==> config.mk <==
export PLATFORM = sky130hd
export DESIGN_NAME = mem_req_sequencer
export DESIGN_NICKNAME = d
export VERILOG_FILES = /design/src/rtl/mem_seq_pkg.sv /design/src/rtl/mem_req_fifo.sv /design/src/rtl/mem_req_sequencer.sv
export SDC_FILE = /design/constraint.sdc
export NUM_CORES = 1
export LEC_CHECK = 0
export CAP_MARGIN = 20
export CELL_PAD_IN_SITES_DETAIL_PLACEMENT = 2
export CELL_PAD_IN_SITES_GLOBAL_PLACEMENT = 2
export CORE_AREA = 2 2 117 119
export CTS_CLUSTER_SIZE = 16
export DETAILED_ROUTE_END_ITERATION = 8
export DIE_AREA = 0 0 119 121
export PLACE_DENSITY = 0.91
export RECOVER_POWER = 50
export SYNTH_ARGS = -nofsm -noshare
export SYNTH_HDL_FRONTEND = slang
export SYNTH_HIERARCHICAL = 1
export SYNTH_SLANG_ARGS = --single-unit
==> constraint.sdc <==
create_clock -name clk -period 6.77 [get_ports clk]
set_input_delay 1.6925 -clock clk [delete_from_list [all_inputs] [get_ports clk]]
set_output_delay 1.6925 -clock clk [all_outputs]
set_load 0.005 [all_outputs]
==> src/rtl/mem_seq_pkg.sv <==
`default_nettype none
// ============================================================================
// Package  : mem_seq_pkg
// Purpose  : Shared types and default sizes for the memory request sequencer.
//            Contains the sequencer state encoding, the default bus widths,
//            the request record and a small state-classification helper.
// Revision : 1.0 - initial release
// ============================================================================
package mem_seq_pkg;

  localparam int DEF_ADDR_WIDTH = 4;
  localparam int DEF_DATA_WIDTH = 16;
  localparam int DEF_MEM_DEPTH  = 16;
  localparam int DEF_FIFO_DEPTH = 4;

  typedef enum logic [2:0] {
    S_IDLE    = 3'd0,
    S_ISSUE   = 3'd1,
    S_WAIT    = 3'd2,
    S_CAPTURE = 3'd3,
    S_ERR_CLR = 3'd4,
    S_RESP    = 3'd5
  } state_e;

  typedef struct packed {
    logic                      wr;
    logic [DEF_ADDR_WIDTH-1:0] addr;
    logic [DEF_DATA_WIDTH-1:0] wdata;
  } req_t;

  // States in which the memory owns the transaction; a fresh error edge
  // seen here aborts the op into error recovery.
  function automatic logic is_mem_phase(input state_e s);
    return (s == S_ISSUE) || (s == S_WAIT) || (s == S_CAPTURE);
  endfunction

endpackage
`default_nettype wire

==> src/rtl/mem_req_fifo.sv <==
`default_nettype none
// ============================================================================
// Module   : mem_req_fifo
// Purpose  : Synchronous request FIFO. Pointers carry one extra wrap bit so
//            occupancy is the pointer difference; full and empty are
//            registered so they only change on a clock edge.
// Ports    : clk, reset (async, active-low)
//            push/push_data   - write side (ignored while full)
//            pop/pop_data     - read side, pop_data shows the head entry
//            full/empty       - registered status flags
// Revision : 1.0 - initial release
// ============================================================================
module mem_req_fifo
  import mem_seq_pkg::*;
#(
  parameter int WIDTH = 1 + DEF_ADDR_WIDTH + DEF_DATA_WIDTH,
  parameter int DEPTH = DEF_FIFO_DEPTH
) (
  input  logic             clk,
  input  logic             reset,
  input  logic             push,
  input  logic [WIDTH-1:0] push_data,
  input  logic             pop,
  output logic [WIDTH-1:0] pop_data,
  output logic             full,
  output logic             empty
);

  localparam int AW = $clog2(DEPTH);
  localparam logic [AW:0] PTR_ONE   = {{AW{1'b0}}, 1'b1};
  localparam logic [AW:0] DEPTH_CNT = {1'b1, {AW{1'b0}}};

  logic [AW:0]      wr_ptr_q, wr_ptr_d;
  logic [AW:0]      rd_ptr_q, rd_ptr_d;
  logic             full_q, full_d;
  logic             empty_q, empty_d;
  logic [AW:0]      count_d;
  logic             do_push;
  logic             do_pop;
  logic [WIDTH-1:0] mem_q [DEPTH];

  always_comb begin
    do_push  = push && !full_q;
    do_pop   = pop && !empty_q;
    wr_ptr_d = wr_ptr_q;
    rd_ptr_d = rd_ptr_q;
    if (do_push) wr_ptr_d = wr_ptr_q + PTR_ONE;
    if (do_pop)  rd_ptr_d = rd_ptr_q + PTR_ONE;
    // Flags are derived from the next pointers so the registered copies
    // are exact on the following cycle.
    count_d = wr_ptr_d - rd_ptr_d;
    full_d  = (count_d == DEPTH_CNT);
    empty_d = (wr_ptr_d == rd_ptr_d);
  end

  always_ff @(posedge clk or negedge reset) begin
    if (!reset) begin
      wr_ptr_q <= '0;
      rd_ptr_q <= '0;
      full_q   <= 1'b0;
      empty_q  <= 1'b1;
    end else begin
      wr_ptr_q <= wr_ptr_d;
      rd_ptr_q <= rd_ptr_d;
      full_q   <= full_d;
      empty_q  <= empty_d;
    end
  end

  // Storage needs no reset: entries are only read once the pointers say
  // they were written.
  always_ff @(posedge clk) begin
    if (do_push) mem_q[wr_ptr_q[AW-1:0]] <= push_data;
  end

  assign pop_data = mem_q[rd_ptr_q[AW-1:0]];
  assign full     = full_q;
  assign empty    = empty_q;

endmodule
`default_nettype wire

==> src/rtl/mem_req_sequencer.sv <==
`default_nettype none
// ============================================================================
// Module   : mem_req_sequencer
// Purpose  : Request stage in front of a single-port memory. Buffers
//            valid/ready requests, drives the memory with a one-cycle enable
//            and stable address/data, captures read data and returns exactly
//            one response per request, in order. Out-of-range addresses are
//            rejected locally; a rising memory error triggers a clear pulse
//            and an error response.
// Ports    : clk, reset (async, active-low)
//            req_*        - request channel (valid/ready, wr, addr, wdata)
//            rsp_*        - response channel (valid/ready, wr, rdata, err)
//            mem_en, mem_rd_wr, mem_addr, mem_wr_data, mem_out_wr_en
//                         - memory command pins
//            mem_rd_data, mem_error - memory results
//            mem_err_clr  - one-cycle error clear pulse
//            busy         - op in flight or requests queued
// Revision : 1.0 - initial release
// ============================================================================
module mem_req_sequencer
  import mem_seq_pkg::*;
#(
  parameter int ADDR_WIDTH = DEF_ADDR_WIDTH,
  parameter int DATA_WIDTH = DEF_DATA_WIDTH,
  parameter int MEM_DEPTH  = DEF_MEM_DEPTH,
  parameter int FIFO_DEPTH = DEF_FIFO_DEPTH
) (
  input  logic                  clk,
  input  logic                  reset,
  input  logic                  req_valid,
  output logic                  req_ready,
  input  logic                  req_wr,
  input  logic [ADDR_WIDTH-1:0] req_addr,
  input  logic [DATA_WIDTH-1:0] req_wdata,
  output logic                  rsp_valid,
  input  logic                  rsp_ready,
  output logic                  rsp_wr,
  output logic [DATA_WIDTH-1:0] rsp_rdata,
  output logic                  rsp_err,
  output logic                  mem_en,
  output logic                  mem_rd_wr,
  output logic [ADDR_WIDTH-1:0] mem_addr,
  output logic [DATA_WIDTH-1:0] mem_wr_data,
  output logic                  mem_out_wr_en,
  input  logic [DATA_WIDTH-1:0] mem_rd_data,
  input  logic                  mem_error,
  output logic                  mem_err_clr,
  output logic                  busy
);

  localparam int REQ_W = 1 + ADDR_WIDTH + DATA_WIDTH;
  localparam logic [ADDR_WIDTH:0] MEM_LIMIT = MEM_DEPTH[ADDR_WIDTH:0];

  // --------------------------------------------------------------------------
  // Request FIFO
  // --------------------------------------------------------------------------
  logic             fifo_push;
  logic             fifo_pop;
  logic             fifo_full;
  logic             fifo_empty;
  logic [REQ_W-1:0] fifo_wdata;
  logic [REQ_W-1:0] fifo_rdata;

  assign fifo_push  = req_valid && !fifo_full;
  assign fifo_wdata = {req_wr, req_addr, req_wdata};

  mem_req_fifo #(
    .WIDTH (REQ_W),
    .DEPTH (FIFO_DEPTH)
  ) u_fifo (
    .clk       (clk),
    .reset     (reset),
    .push      (fifo_push),
    .push_data (fifo_wdata),
    .pop       (fifo_pop),
    .pop_data  (fifo_rdata),
    .full      (fifo_full),
    .empty     (fifo_empty)
  );

  logic                  head_wr;
  logic [ADDR_WIDTH-1:0] head_addr;
  logic [DATA_WIDTH-1:0] head_wdata;
  logic                  head_in_range;

  assign head_wr       = fifo_rdata[REQ_W-1];
  assign head_addr     = fifo_rdata[REQ_W-2 -: ADDR_WIDTH];
  assign head_wdata    = fifo_rdata[DATA_WIDTH-1:0];
  assign head_in_range = ({1'b0, head_addr} < MEM_LIMIT);

  // --------------------------------------------------------------------------
  // Sequencer state and operation registers
  // --------------------------------------------------------------------------
  state_e                state_q, state_d;
  logic                  mem_rd_wr_q, mem_rd_wr_d;
  logic [ADDR_WIDTH-1:0] mem_addr_q, mem_addr_d;
  logic [DATA_WIDTH-1:0] mem_wr_data_q, mem_wr_data_d;
  logic                  rsp_wr_q, rsp_wr_d;
  logic [DATA_WIDTH-1:0] rsp_rdata_q, rsp_rdata_d;
  logic                  rsp_err_q, rsp_err_d;
  logic                  err_prev_q, err_prev_d;
  logic                  err_rise;

  // Only a 0->1 transition counts; the memory flag is sticky, so a level
  // that stays high after recovery must not abort later ops.
  assign err_rise   = mem_error && !err_prev_q;
  assign err_prev_d = mem_error;

  always_comb begin
    state_d       = state_q;
    mem_rd_wr_d   = mem_rd_wr_q;
    mem_addr_d    = mem_addr_q;
    mem_wr_data_d = mem_wr_data_q;
    rsp_wr_d      = rsp_wr_q;
    rsp_rdata_d   = rsp_rdata_q;
    rsp_err_d     = rsp_err_q;
    fifo_pop      = 1'b0;

    case (state_q)
      S_IDLE: begin
        if (!fifo_empty) begin
          fifo_pop = 1'b1;
          if (head_in_range) begin
            // Memory pins only change when a real access is launched, so
            // a rejected request leaves them at the previous op's values.
            mem_rd_wr_d   = head_wr;
            mem_addr_d    = head_addr;
            mem_wr_data_d = head_wdata;
            state_d       = S_ISSUE;
          end else begin
            rsp_wr_d    = head_wr;
            rsp_rdata_d = '0;
            rsp_err_d   = 1'b1;
            state_d     = S_RESP;
          end
        end
      end
      S_ISSUE: state_d = S_WAIT;
      S_WAIT:  state_d = S_CAPTURE;
      S_CAPTURE: begin
        rsp_wr_d    = mem_rd_wr_q;
        rsp_rdata_d = mem_rd_wr_q ? '0 : mem_rd_data;
        rsp_err_d   = 1'b0;
        state_d     = S_RESP;
      end
      S_ERR_CLR: state_d = S_RESP;
      S_RESP: begin
        if (rsp_ready) state_d = S_IDLE;
      end
      default: state_d = S_IDLE;
    endcase

    // Error recovery takes priority over the normal memory-phase flow,
    // including a capture that would otherwise complete this cycle.
    if (err_rise && is_mem_phase(state_q)) begin
      state_d     = S_ERR_CLR;
      rsp_wr_d    = mem_rd_wr_q;
      rsp_rdata_d = '0;
      rsp_err_d   = 1'b1;
    end
  end

  always_ff @(posedge clk or negedge reset) begin
    if (!reset) begin
      state_q       <= S_IDLE;
      mem_rd_wr_q   <= 1'b0;
      mem_addr_q    <= '0;
      mem_wr_data_q <= '0;
      rsp_wr_q      <= 1'b0;
      rsp_rdata_q   <= '0;
      rsp_err_q     <= 1'b0;
      err_prev_q    <= 1'b0;
    end else begin
      state_q       <= state_d;
      mem_rd_wr_q   <= mem_rd_wr_d;
      mem_addr_q    <= mem_addr_d;
      mem_wr_data_q <= mem_wr_data_d;
      rsp_wr_q      <= rsp_wr_d;
      rsp_rdata_q   <= rsp_rdata_d;
      rsp_err_q     <= rsp_err_d;
      err_prev_q    <= err_prev_d;
    end
  end

  // --------------------------------------------------------------------------
  // Outputs: all decoded from registers, none combinational from inputs
  // --------------------------------------------------------------------------
  assign req_ready     = !fifo_full;
  assign rsp_valid     = (state_q == S_RESP);
  assign rsp_wr        = rsp_wr_q;
  assign rsp_rdata     = rsp_rdata_q;
  assign rsp_err       = rsp_err_q;
  assign mem_en        = (state_q == S_ISSUE);
  assign mem_rd_wr     = mem_rd_wr_q;
  assign mem_addr      = mem_addr_q;
  assign mem_wr_data   = mem_wr_data_q;
  assign mem_out_wr_en = mem_rd_wr_q && ((state_q == S_ISSUE) || (state_q == S_WAIT));
  assign mem_err_clr   = (state_q == S_ERR_CLR);
  assign busy          = (state_q != S_IDLE) || !fifo_empty;

endmodule
`default_nettype wire

Run 1, PDN straps and rails:
The bar under the picture is 20 µm long. Pins as bars on the die edge.
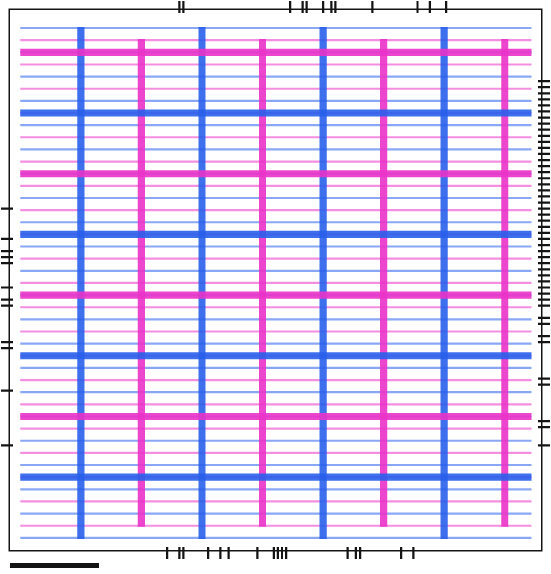
Key: blue = VSS; magenta = VDD
87 signal pins sit on the boundary. 8 straps on met4. 8 straps on met5. 43 met1 rails follow the rows.

Run 1, cell classes on the final placement:
The bar under the picture is 20 µm long.
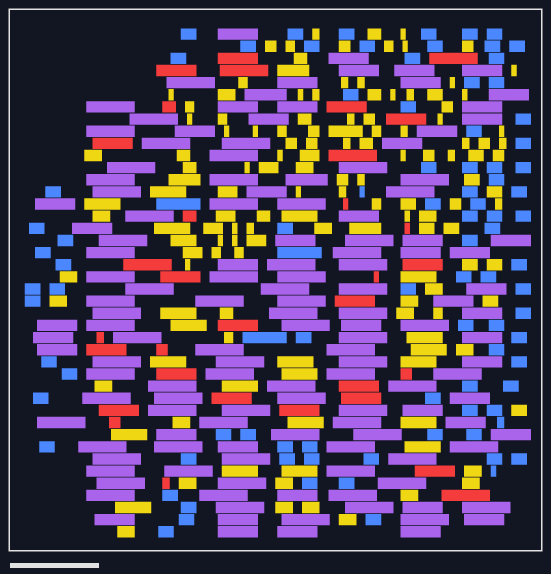
Key: purple = registers [cells 135]; yellow = remaining logic cells [cells 138]; red = clock drivers and dummy loads [cells 32]; blue = remaining buffers and delay cells [cells 91]

==> CHANGELOG.md, run 1 <==
### Physical design

- Status: finished, violations left
- Violated checks: max-capacitance violations, max-slew violations
- Die area: 0.01440 mm²
- Number of buffers inserted by hold repair at cts: 0
- HP Class: flip-flop to flip-flop
- Buffers and inverters on the worst path: 2
- Post-layout period usage of the worst path: 0.6253
- Top cells by area in the synthesized netlist: sky130_fd_sc_hd__edfxtp_1 (47%), sky130_fd_sc_hd__dfrtp_1 (24%), sky130_fd_sc_hd__mux4_2 (8.9%)
- Share of the synthesized area in the top cell type: 0.4740
- Most instantiated flip-flop cell in the synthesis netlist: sky130_fd_sc_hd__edfxtp_1
- # DRC: 0
- Proportion of register bits with asynchronous set or reset after synthesis: 0.3778
- Max Cap Viol: 2
- Number of levels the H-tree was split into: 4
- Share of power burned in the clock network: 0.295
- Total global-route track usage: 0.2273
- Wire length per cell: 26.55 µm
- P_leak: 0.002613 µW
- Worst setup SP type: input pin
- Remaining global-route overflow: 0
- Number of iterations in the first detailed-routing pass: 6
- IO Count: 87
- Clock tree from TritonCTS: done
- Minimum clock period: 4233 ps
- Netlist Area Pre-Place: 0.005321 mm²
- Total of cells resized after clock tree synthesis: 0
- Slowest cell on the critical path: sky130_fd_sc_hd__clkbuf_1
- Final-report hold violation count: 0
- Worst ir drop on vdd: 0.1946 mV
- NumNets Final: 432
- Largest net degree at the start of global routing: 52
- Total via count after detailed routing: 3023
- Switching part of the total power: 0.3026
- Library cell occupying the most area in the post-synthesis netlist: sky130_fd_sc_hd__edfxtp_1
- Combinational Area: 0.001403 mm²
- Number of antenna violations at the first check in global routing: 1
- Placer Congestion: 0.7162
- Effective utilization at floorplan: 0.4067
- Count of instantiated cells in the yosys netlist: 287
- Internal power of the cells: 2376 µW
- Via count of the first global-routing pass: 3458
- Count of placed standard cells in the final layout, fillers left out: 573
- Yosys Chip Area: 0.005321 mm²
- Final sum of negative setup slack: 0 ps
- Post-detailed-placement half-perimeter wirelength: 9445 µm
- Total area of sequential cells: 0.003801 mm²
- Worst setup EP type: asynchronous set/reset pin
- Switching power of the nets: 1031 µW
- Post-synthesis register bit count: 135
- Worst path top cell family by delay: buffers and inverters
- Crit path DAT: 3890 ps
- Top cells by instance count after synthesis: sky130_fd_sc_hd__edfxtp_1 (84), sky130_fd_sc_hd__dfrtp_1 (50), sky130_fd_sc_hd__mux2_2 (22), sky130_fd_sc_hd__mux4_2 (21), sky130_fd_sc_hd__nand2_1 (12)
- Number of pins with negative max-slew slack in the final report: 76
- Row Count: 42
- Layout Area Growth over Synthesis: 32.35%
- Total clock sinks: 135
- Share of cells above drive strength 1: 0.2096
- Largest fanout on the critical path: 51
- Sequential element share of the synthesized area: 0.7141
- Die height: 121 µm
- Number of buffers created by CTS: 17
- Startpoint-to-endpoint class of the critical path: input pin to asynchronous set/reset pin
- Highest Clock Rate: 236.2 MHz
- Number of enable flip-flop cells: 84
- Worst-path cell chain: buf_2, clkbuf_1
- Wire length of the first global-routing pass: 23090 µm
- Detail-routed via count per cell: 5.276
- Wire length reported by the detailed router: 15220 µm
- Slew at the pin closest to its max-slew limit: 2964 ps
- Number of setup violations in the final report: 0
- Relative contribution of sequential cells to total power: 0.401
- Fill cells: 1105
- Number of input and output port buffers inserted: 86
- Synthesis Warnings: 6
- Top cell type by instance count after synthesis: sky130_fd_sc_hd__edfxtp_1
- Clock-pin slew reported for the worst setup and hold paths after clock tree synthesis: 60 ps
- Core area: 0.01309 mm²
- Root Buffer Master: sky130_fd_sc_hd__clkbuf_16
- Slew margin rel.: -0.9761
- Highest cell delay on the worst timing path: 2090 ps
- Buffers from clock root to sink, at most: 2
- Part of the total power dissipated in combinational logic: 0.305
- Number of nets in the synthesized netlist: 336
- Final setup skew: 11.69 ps
- Setup Fix Bufs, Post-CTS: 0
- P per Cell Area: 483.7 mW/mm²
- Setup repair after global routing missed its margin: false
- Drt first-iter violations: 255
- Synthesized area per cell: 18.54 µm²
- Synthesized netlist cell count: 287
- Crit path DRT: 6420 ps
- DP Cell Count: 537
- Remaining antenna violation count: 0
- Unique masters post-synth: 41
- Stage-log warning count: 29
- Clk ins delay skew pair: 420 ps
- Die width: 119 µm
Run 1, clock wires, drivers and flops:
The bar under the picture is 20 µm long.
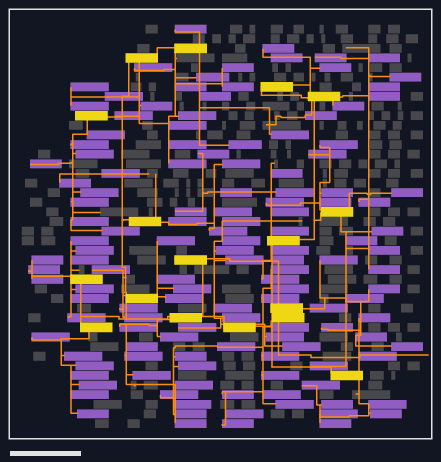
Key: purple = flip-flops [count 135]; orange = clock wires [length 1790 µm]; yellow = clock-net drivers [count 17]
There are 18 routed clock nets.

[run 1: cell usage in the layout (no fill, tap or decap), drive strengths merged, types with 9 or more instances in the layout]
cell / count
a32o: 10
clkbuf: 20
clkdlybuf4s50: 63
dfrtp: 50
dlygate4sd3: 22
edfxtp: 84
inv: 9
mux2: 23
mux4: 21
nand2: 12
nand3b: 10
[run 1: layer usage]
layer | share of wire | GRT usage
met3 | 0.042 | 0.06297
met1 | 0.39 | 0.2612
met5 | 0 | 0
met4 | 0.021 | 0.07813
met2 | 0.55 | 0.4088
[run 1: per-stage QoR]
stage	instance area (µm²)	utilization	total power, µW	hold WS, ps	worst slack, ps
floorplan	5321	-	1861	469.9	3649
global placement	6336	0.4842	2240	463.7	2865
detailed placement	6336	0.4842	2372	480.7	2660
CTS	6973	0.5329	3427	515.6	2897
global route	7043	0.5382	3566	538.8	1911
finish	7043	0.5382	3407	507.5	2537
[run 1: area by class of cell]
type                       instances  share of cell area
antenna                            1           0.0003553
clock buffer                      18             0.06093
clock inverter                    14             0.02949
inverter                           9            0.004797
multi-input combinational        129              0.1991
sequential                       135              0.5397
tap                              176             0.03127
timing repair buffer              91              0.1343
[run 1: power by group through the flow]
stage          logic (µW)  clock network (µW)  registers (µW)
6_report             1040                1000            1370
5_1_grt              1120                1050            1400
4_1_cts              1030                1020            1370
3_5_place_dp          998                   0            1370
3_3_place_gp          910                   0            1330
2_1_floorplan         617                   0            1240
[run 1: worst paths after layout]
| kind | from | to | slack (ps) | cells after the start |
|---|---|---|---|---|
| worst max-delay path | reset | u_fifo/rd_ptr_q[0] | 2540 | 2 |
| worst max register to register | state_q[1] | u_fifo/full | 3120 | 9 |
| min in group asynchronous | reset | mem_wr_data[9] | 2340 | 2 |
| worst min register to register | mem_addr[2] | mem_addr[2] | 510 | 1 |
| worst min-delay path | mem_addr[2] | mem_addr[2] | 510 | 1 |
| max in group clk | state_q[2] | rsp_valid | 2910 | 3 |
[run 1: kinds of logic (layout without fill, tap and decap cells)]
family,count (synthesis),in the layout,share of synthesized area
adders and majority gates,7,7,0.01646
buffers and inverters,23,132,0.02093
and+or+nand+nor,47,47,0.06302
xor gates and xnor gates,6,6,0.01270
AOI/OAI and AO/OA,25,25,0.03527
muxes,44,44,0.1375
other,0,1,0
DFF,135,135,0.7141
[run 1: sequential cells by signal (all words and copies together) (netlist names), 3 cells and up]
signal,flops
rsp_rdata,16
u_fifo/rd_ptr_q,3
mem_addr,4
state_q,3
u_fifo/wr_ptr_q,3
mem_wr_data,16
u_fifo/mem_q,84
Run 1, cell outlines without signal wires:
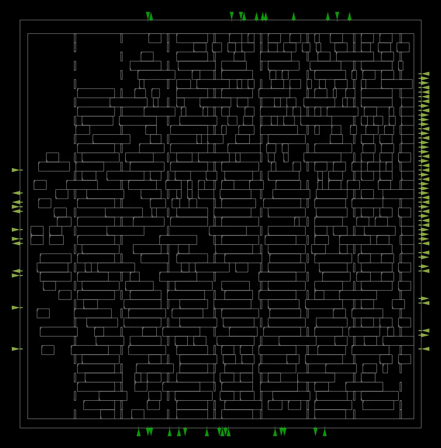

==> inputs of run 2 (changes only) <==
Settings changed: CORE_AREA 2 2 117 119 to 2 2 127 129, DIE_AREA 0 0 119 121 to 0 0 129 131, PLACE_DENSITY 0.91 to 0.83.
Clock period 6.77 ns to 3.4 ns, I/O delays scaled along.
Run 2, cell outlines without signal wires:
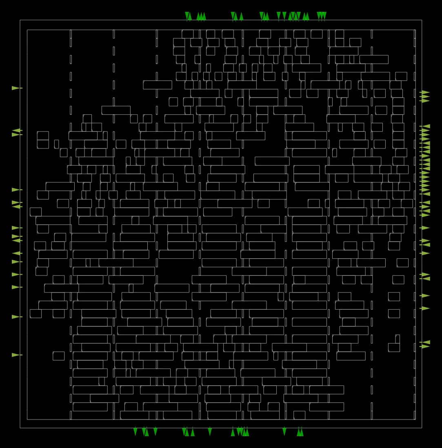
count of placed standard cells in the final layout, fillers left out: 614
register fraction of the total cell area: 0.5491
core area: 0.01560 mm²

==> CHANGELOG.md, run 2 <==
### Physical design

- Library cell occupying the most area in the post-synthesis netlist: sky130_fd_sc_hd__edfxtp_1
- Total of cells resized after clock tree synthesis: 0
- P per Cell Area: 895.6 mW/mm²
- Buffers from clock root to sink, at most: 2
- NumNets Final: 435
- Via count of the first global-routing pass: 3310
- Post-detailed-placement half-perimeter wirelength: 8202 µm
- Slowest cell on the critical path: sky130_fd_sc_hd__dfrtp_1
- Share of the synthesized area in the top cell type: 0.4740
- Number of nets in the synthesized netlist: 336
- Die height: 131 µm
- Number of pins with negative max-slew slack in the final report: 37
- Count of instantiated cells in the yosys netlist: 287
- Yosys simple share: 0.06301
- Number of antenna violations at the first check in global routing: 0
- Synthesized netlist cell count: 287
- Post-placement worst setup slack: 471.8 ps
- Crit path DAT: 1990 ps
- Final-report hold violation count: 0
- Proportion of register bits with asynchronous set or reset after synthesis: 0.3778
- Violated checks: max-capacitance violations, max-slew violations
- Number of buffers created by CTS: 17
- Total clock sinks: 135
- Synthesized area per cell: 18.54 µm²
- Highest cell delay on the worst timing path: 660 ps
- Top cells by area in the synthesized netlist: sky130_fd_sc_hd__edfxtp_1 (47%), sky130_fd_sc_hd__dfrtp_1 (24%), sky130_fd_sc_hd__mux4_2 (8.9%)
- Most instantiated logic cells after routing: sky130_fd_sc_hd__edfxtp_1 (84), sky130_fd_sc_hd__clkdlybuf4s50_1 (62), sky130_fd_sc_hd__dfrtp_1 (49), sky130_fd_sc_hd__dlygate4sd3_1 (23)
- Effective utilization at floorplan: 0.3412
- Placer Congestion: 0.7166
- Setup Fix Bufs, Post-CTS: 0
- Clock-pin slew reported for the worst setup and hold paths after clock tree synthesis: 50 ps
- Number of setup violations in the final report: 0
- Slew at the pin closest to its max-slew limit: 2200 ps
- Remaining global-route overflow: 0
- Layout Area Growth over Synthesis: 30.10%
- Detail-routed via count per cell: 4.731
- Number of iterations in the first detailed-routing pass: 4
- Largest fanout on the critical path: 14
- Most common cell after layout, fill and taps aside: sky130_fd_sc_hd__edfxtp_1
- Status: finished, violations left
- Fill cells: 1479
- Wire length of the first global-routing pass: 19000 µm
- # DRC: 0
- Antenna diodes: 0
- Xor+xnor area frac: 0.01270
- Post-layout period usage of the worst path: 0.8366
- Final setup skew: 7.010 ps
- Yosys Chip Area: 0.005321 mm²
- Main logic family after synthesis: multiplexers
- Total global-route track usage: 0.1561
- Slew margin rel.: -0.4669
- Highest Clock Rate: 351.6 MHz
- Number of levels the H-tree was split into: 4
- Max Cap Viol: 1
- Crit path DRT: 2550 ps
- Worst ir drop on vdd: 0.3835 mV
- Largest net degree at the start of global routing: 37
- Clk ins delay skew pair: 420 ps
- Top cells by instance count after synthesis: sky130_fd_sc_hd__edfxtp_1 (84), sky130_fd_sc_hd__dfrtp_1 (50), sky130_fd_sc_hd__mux2_2 (22), sky130_fd_sc_hd__mux4_2 (21), sky130_fd_sc_hd__nand2_1 (12)
- Sequential element share of the synthesized area: 0.7141
- Worst-path cell chain: xnor2_1, nor3b_1, clkdlybuf4s50_1
- Synthesis Warnings: 6
- Share of synthesized cell area in full adder, half adder and majority cells: 0.01646
- Netlist Area Pre-Place: 0.005321 mm²
- Startpoint-to-endpoint class of the critical path: flip-flop to output pin
- Row Count: 46
- R2r worst-path depth: 8
- Number of input and output port buffers inserted: 86
- Post-synthesis register bit count: 135
- Minimum clock period: 2844 ps
- Root Buffer Master: sky130_fd_sc_hd__clkbuf_16
- P_leak: 0.002556 µW
- Number of buffers inserted by hold repair at cts: 0
- HP Class: flip-flop to flip-flop
- Unique masters post-synth: 41
- Post-layout worst setup margin: 555.5 ps
- Cell count of the worst hold path: 2
- Die width: 129 µm
- Stage-log warning count: 29
- Worst setup SP type: flip-flop
- Remaining antenna violation count: 0
- Yosys aoi share: 0.03527
- Die area: 0.01690 mm²
- Drt first-iter violations: 146
- Top cell type by instance count after synthesis: sky130_fd_sc_hd__edfxtp_1
- IO Count: 87
- Worst setup EP type: output pin
- Most instantiated flip-flop cell in the synthesis netlist: sky130_fd_sc_hd__edfxtp_1
- Proportion of synthesized area in mux cells: 0.1375
- Number of enable flip-flop cells: 84
- Clock tree from TritonCTS: done
- Share of cells above drive strength 1: 0.2060
- Flip-flop count of the largest register after layout: 84
- Setup repair after global routing missed its margin: false
- Total via count after detailed routing: 2905
- Final sum of negative setup slack: 0 ps
- Wire length reported by the detailed router: 12210 µm
- Wire length per cell: 19.88 µm
-- run 2: cell counts after synthesis --
Identical to the previous run, type by type.
-- run 2: through the flow --
| step | hold WS, ps | instance area [µm²] | util | cells | total power, µW |
|---|---|---|---|---|---|
| 3_5_place_dp | 471.9 | 6431 | 0.4123 | 583 | 4681 |
| 4_1_cts | 499.7 | 6950 | 0.4456 | 614 | 6344 |
| 6_report | 490.3 | 6923 | 0.4438 | 614 | 6200 |
| 5_1_grt | 536.1 | 6923 | 0.4438 | 614 | 6577 |
| 2_1_floorplan | 469.9 | 5321 | - | 287 | 3706 |
| 3_3_place_gp | 460.4 | 6431 | 0.4123 | 583 | 4515 |
-- run 2: final timing paths --
kind / start / endpoint / slack [ps]
max: state_q[1] / mem_out_wr_en / 560
max reg2reg: state_q[0] / u_fifo/full / 940
max in group asynchronous: reset / u_fifo/rd_ptr_q[0] / 890
min reg2reg: rsp_err / rsp_err / 490
min: rsp_err / rsp_err / 490
min in group asynchronous: reset / mem_wr_data[5] / 1080
-- run 2: power breakdown --
group	internal (µW)	switching, µW
registers	2240	285
clock network	978	655
logic	1160	881
-- run 2: layer usage --
layer | track usage | share of wire | routed length [µm] | vias to the layer above
met4 | 0.06138 | 0.012 | 142 | 0
met2 | 0.2689 | 0.53 | 6445 | 76
met5 | 0 | 0 | 0 | -
li1 | - | - | - | 1305
met1 | 0.1891 | 0.42 | 5160 | 1512
met3 | 0.04031 | 0.037 | 456 | 12
-- run 2: cell families after synthesis --
group                      after synthesis
DFF                                    135
and+or+nand+nor                         47
AOI/OAI and AO/OA                       25
muxes                                   44
adders and majority gates                7
xor gates and xnor gates                 6
buffers and inverters                   23
-- run 2: cell type report --
cell class | instances | area, µm² | share of cell area
Tap cell | 216 | 270.3 | 0.03904
Clock inverter | 13 | 90.09 | 0.01301
Timing Repair Buffer | 94 | 912.1 | 0.1318
Multi-Input combinational cell | 129 | 1386 | 0.2003
Sequential cell | 135 | 3801 | 0.5491
Inverter | 9 | 33.78 | 0.004880
Clock buffer | 18 | 429.2 | 0.06199
-- run 2: critical path: cells and delay by family, from the launching register on --
family | cells | cell delay, ps
DFF | 1 | 660
buffers and inverters | 1 | 530
and+or+nand+nor | 1 | 220
xor gates and xnor gates | 1 | 170
Run 2, PDN straps and rails:
The bar under the picture is 50 µm long. Pins as bars on the die edge.
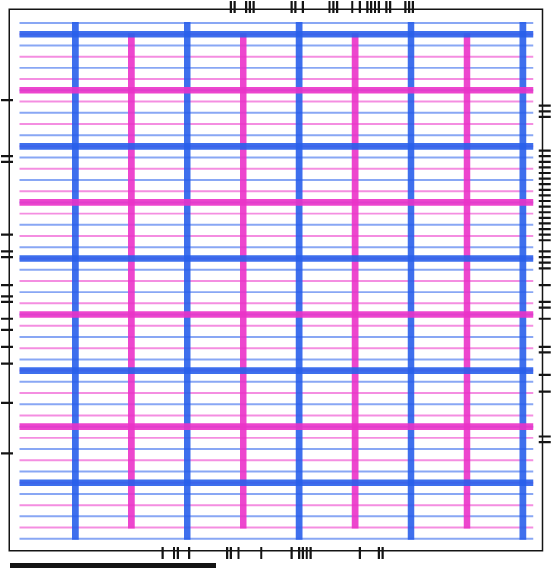

==> inputs of run 3 (changes only) <==
Settings changed: CORE_AREA 2 2 127 129 to 2 2 120 122, DIE_AREA 0 0 129 131 to 0 0 122 124, PLACE_DENSITY 0.83 to 0.87.
Clock period 3.4 ns to 2.8 ns, I/O delays scaled along.
Run 3, PDN straps and rails:
The bar under the picture is 20 µm long. Pins as bars on the die edge.
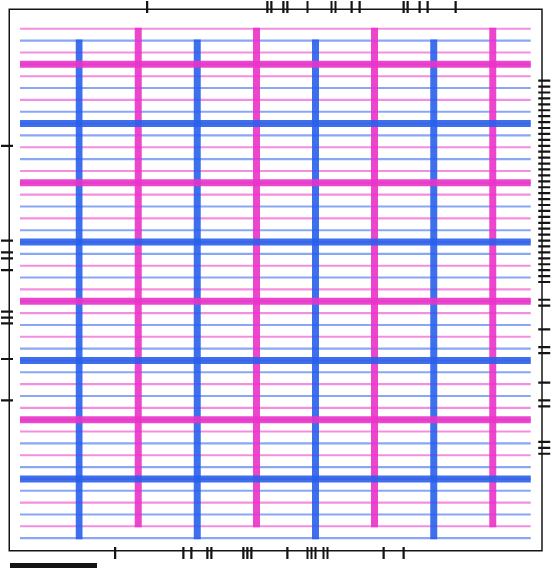
Key: magenta = VDD; blue = VSS
The core has 43 rows. 8 straps on met4. 44 met1 rails follow the rows.

==> CHANGELOG.md, run 3 <==
### Physical design

- Status: completed
- Most instantiated logic cells after routing: sky130_fd_sc_hd__edfxtp_1 (84), sky130_fd_sc_hd__clkdlybuf4s50_1 (62), sky130_fd_sc_hd__dfrtp_1 (46), sky130_fd_sc_hd__dlygate4sd3_1 (23), sky130_fd_sc_hd__mux2_2 (22)
- Max Cap Viol: 0
- Startpoint-to-endpoint class of the critical path: flip-flop to output pin
- Clk ins delay skew pair: 420 ps
- Highest Clock Rate: 377.9 MHz
- Wire length per cell: 23.47 µm
- R2r worst-path depth: 6
- Most common cell after layout, fill and taps aside: sky130_fd_sc_hd__edfxtp_1
- Most instantiated flip-flop cell in the synthesis netlist: sky130_fd_sc_hd__edfxtp_1
- Drt first-iter violations: 153
- Crit path DRT: 2100 ps
- Clock-pin slew reported for the worst setup and hold paths after clock tree synthesis: 60 ps
- Wire length reported by the detailed router: 13770 µm
- Area of all placed cells without fillers: 0.006939 mm²
- Final-report hold violation count: 0
- Routed length on met2: 7113 µm
- Slew at the pin closest to its max-slew limit: 1157 ps
- Top cell type by instance count after synthesis: sky130_fd_sc_hd__edfxtp_1
- Row Count: 43
- Detail-routed via count per cell: 5.135
- Wire length of the first global-routing pass: 21360 µm
- Post-synthesis register bit count: 135
- Placer Congestion: 0.7737
- Share of the synthesized area in the top cell type: 0.4740
- Clock tree from TritonCTS: done
- Combinational Area: 0.001386 mm²
- Via count of the first global-routing pass: 3529
- Number of iterations in the first detailed-routing pass: 4
- HP Class: input pin to asynchronous set/reset pin
- Slew margin rel.: 0.2286
- Wire length on met1: 5710 µm
- Total area of sequential cells: 0.003805 mm²
- Final sum of negative setup slack: 0 ps
- Flip-flop count of the largest register after layout: 84
- Number of buffers created by CTS: 17
- Minimum clock period: 2646 ps
- Core area: 0.01372 mm²
- Fill cells: 1234
- Share of cells above drive strength 1: 0.2198
- Synthesized area per cell: 18.54 µm²
- Number of levels the H-tree was split into: 4
- Post-layout period usage of the worst path: 0.9451
- Yosys Chip Area: 0.005321 mm²
- Remaining global-route overflow: 0
- Post-detailed-placement half-perimeter wirelength: 8527 µm
- Unique masters post-synth: 41
- Netlist Area Pre-Place: 0.005321 mm²
- P_leak: 0.002590 µW
- Total global-route track usage: 0.1961
- Largest fanout on the critical path: 14
- Worst setup EP type: output pin
- Number of nets in the synthesized netlist: 336
- Setup Fix Bufs, Post-CTS: 0
- Stage-log warning count: 29
- Highest Signal Layer: met5
- Proportion of register bits with asynchronous set or reset after synthesis: 0.3778
- Number of pins with negative max-slew slack in the final report: 0
- Number of setup violations in the final report: 0
- Effective utilization at floorplan: 0.3879
- Routed met3 length: 654 µm
- Die width: 122 µm
- P per Cell Area: 1115 mW/mm²
- Worst ir drop on vdd: 0.4843 mV
- Synthesis Warnings: 6
- Number of antenna violations at the first check in global routing: 3
- Final setup skew: 7.737 ps
- Count of instantiated cells in the yosys netlist: 287
- # DRC: 0
- Number of input and output port buffers inserted: 86
- NumNets Final: 441
- Top cells by instance count after synthesis: sky130_fd_sc_hd__edfxtp_1 (84), sky130_fd_sc_hd__dfrtp_1 (50), sky130_fd_sc_hd__mux2_2 (22), sky130_fd_sc_hd__mux4_2 (21), sky130_fd_sc_hd__nand2_1 (12)
- Total clock sinks: 135
- Largest net degree at the start of global routing: 23
- Worst setup SP type: flip-flop
- Layout Area Growth over Synthesis: 30.40%
- IO Count: 87
- Library cell occupying the most area in the post-synthesis netlist: sky130_fd_sc_hd__edfxtp_1
- Synthesized netlist cell count: 287
- Number of enable flip-flop cells: 84
- Total via count after detailed routing: 3014
- Buffers from clock root to sink, at most: 2
- Root Buffer Master: sky130_fd_sc_hd__clkbuf_16
- Setup repair after global routing missed its margin: false
- Crit path DAT: 1950 ps
==> run 3: worst max-delay path, stage by stage, from the launching register on <==
cell and delay [ps]:
sky130_fd_sc_hd__dfrtp_2 510, sky130_fd_sc_hd__xnor2_1 200, sky130_fd_sc_hd__nor3b_1 270, sky130_fd_sc_hd__clkdlybuf4s50_1 550
==> run 3: timing repair <==
| action | 4_1_cts | 5_1_grt |
|---|---|---|
| hold endpoints to repair | 0 | 0 |
| hold buffers | 0 | 0 |
| endpoints found under the setup margin | 2 | 0 |
| gates resized | 3 | 0 |
==> run 3: final timing paths <==
path | startpoint | end | slack, ps
worst max-delay path | state_q[1] | mem_out_wr_en | 150
worst min-delay path | reset | mem_wr_data[8] | 500
worst max register to register | state_q[0] | u_fifo/full | 290
worst min register to register | mem_wr_data[6] | mem_wr_data[6] | 510
max in group asynchronous | reset | rsp_rdata[3] | 770
min in group clk | mem_wr_data[6] | mem_wr_data[6] | 510
==> run 3: where the power goes <==
group | switching (µW) | internal, µW | leakage (µW)
Clock | 799 | 1250 | 0.000265
Sequential | 430 | 2720 | 0.00139
Combinational | 1090 | 1440 | 0.000930
==> run 3: kinds of logic (layout without fill, tap and decap cells) <==
| family | after synthesis | count (layout) | share of synthesized area |
|---|---|---|---|
| XOR/XNOR | 6 | 6 | 0.01270 |
| flip-flops | 135 | 135 | 0.7141 |
| AND-OR/OR-AND | 25 | 25 | 0.03527 |
| multiplexers | 44 | 44 | 0.1375 |
| adder cells (fa/ha/maj) | 7 | 7 | 0.01646 |
| buffers and inverters | 23 | 141 | 0.02093 |
| other | 0 | 2 | 0 |
| AND/OR/NAND/NOR | 47 | 47 | 0.06302 |
==> run 3: area by class of cell <==
class,instances,area share
Sequential cell,135,0.5483
Multi-Input combinational cell,129,0.1998
Timing Repair Buffer,100,0.1363
Clock buffer,29,0.07519
Tap cell,180,0.03246
Inverter,9,0.004868
Clock inverter,3,0.002344
Antenna cell,2,0.0007212
==> run 3: routing by layer <==
metal,global-route usage,vias up
li1,-,1322
met1,0.2325,1575
met2,0.3366,96
met3,0.05952,19
met4,0.07615,2
met5,0,-
==> run 3: through the flow <==
step	utilization	hold WS (ps)	std cells	setup WS, ps
after global routing	0.5058	530.8	587	103.7
after global placement	0.4688	464.1	553	225.0
after floorplan	-	404.4	287	447.8
after detailed placement	0.4688	497.3	553	128.6
after CTS	0.5083	232.3	585	120.3
final	0.5058	495.8	587	153.8
Power and IR drop assume default switching activity.
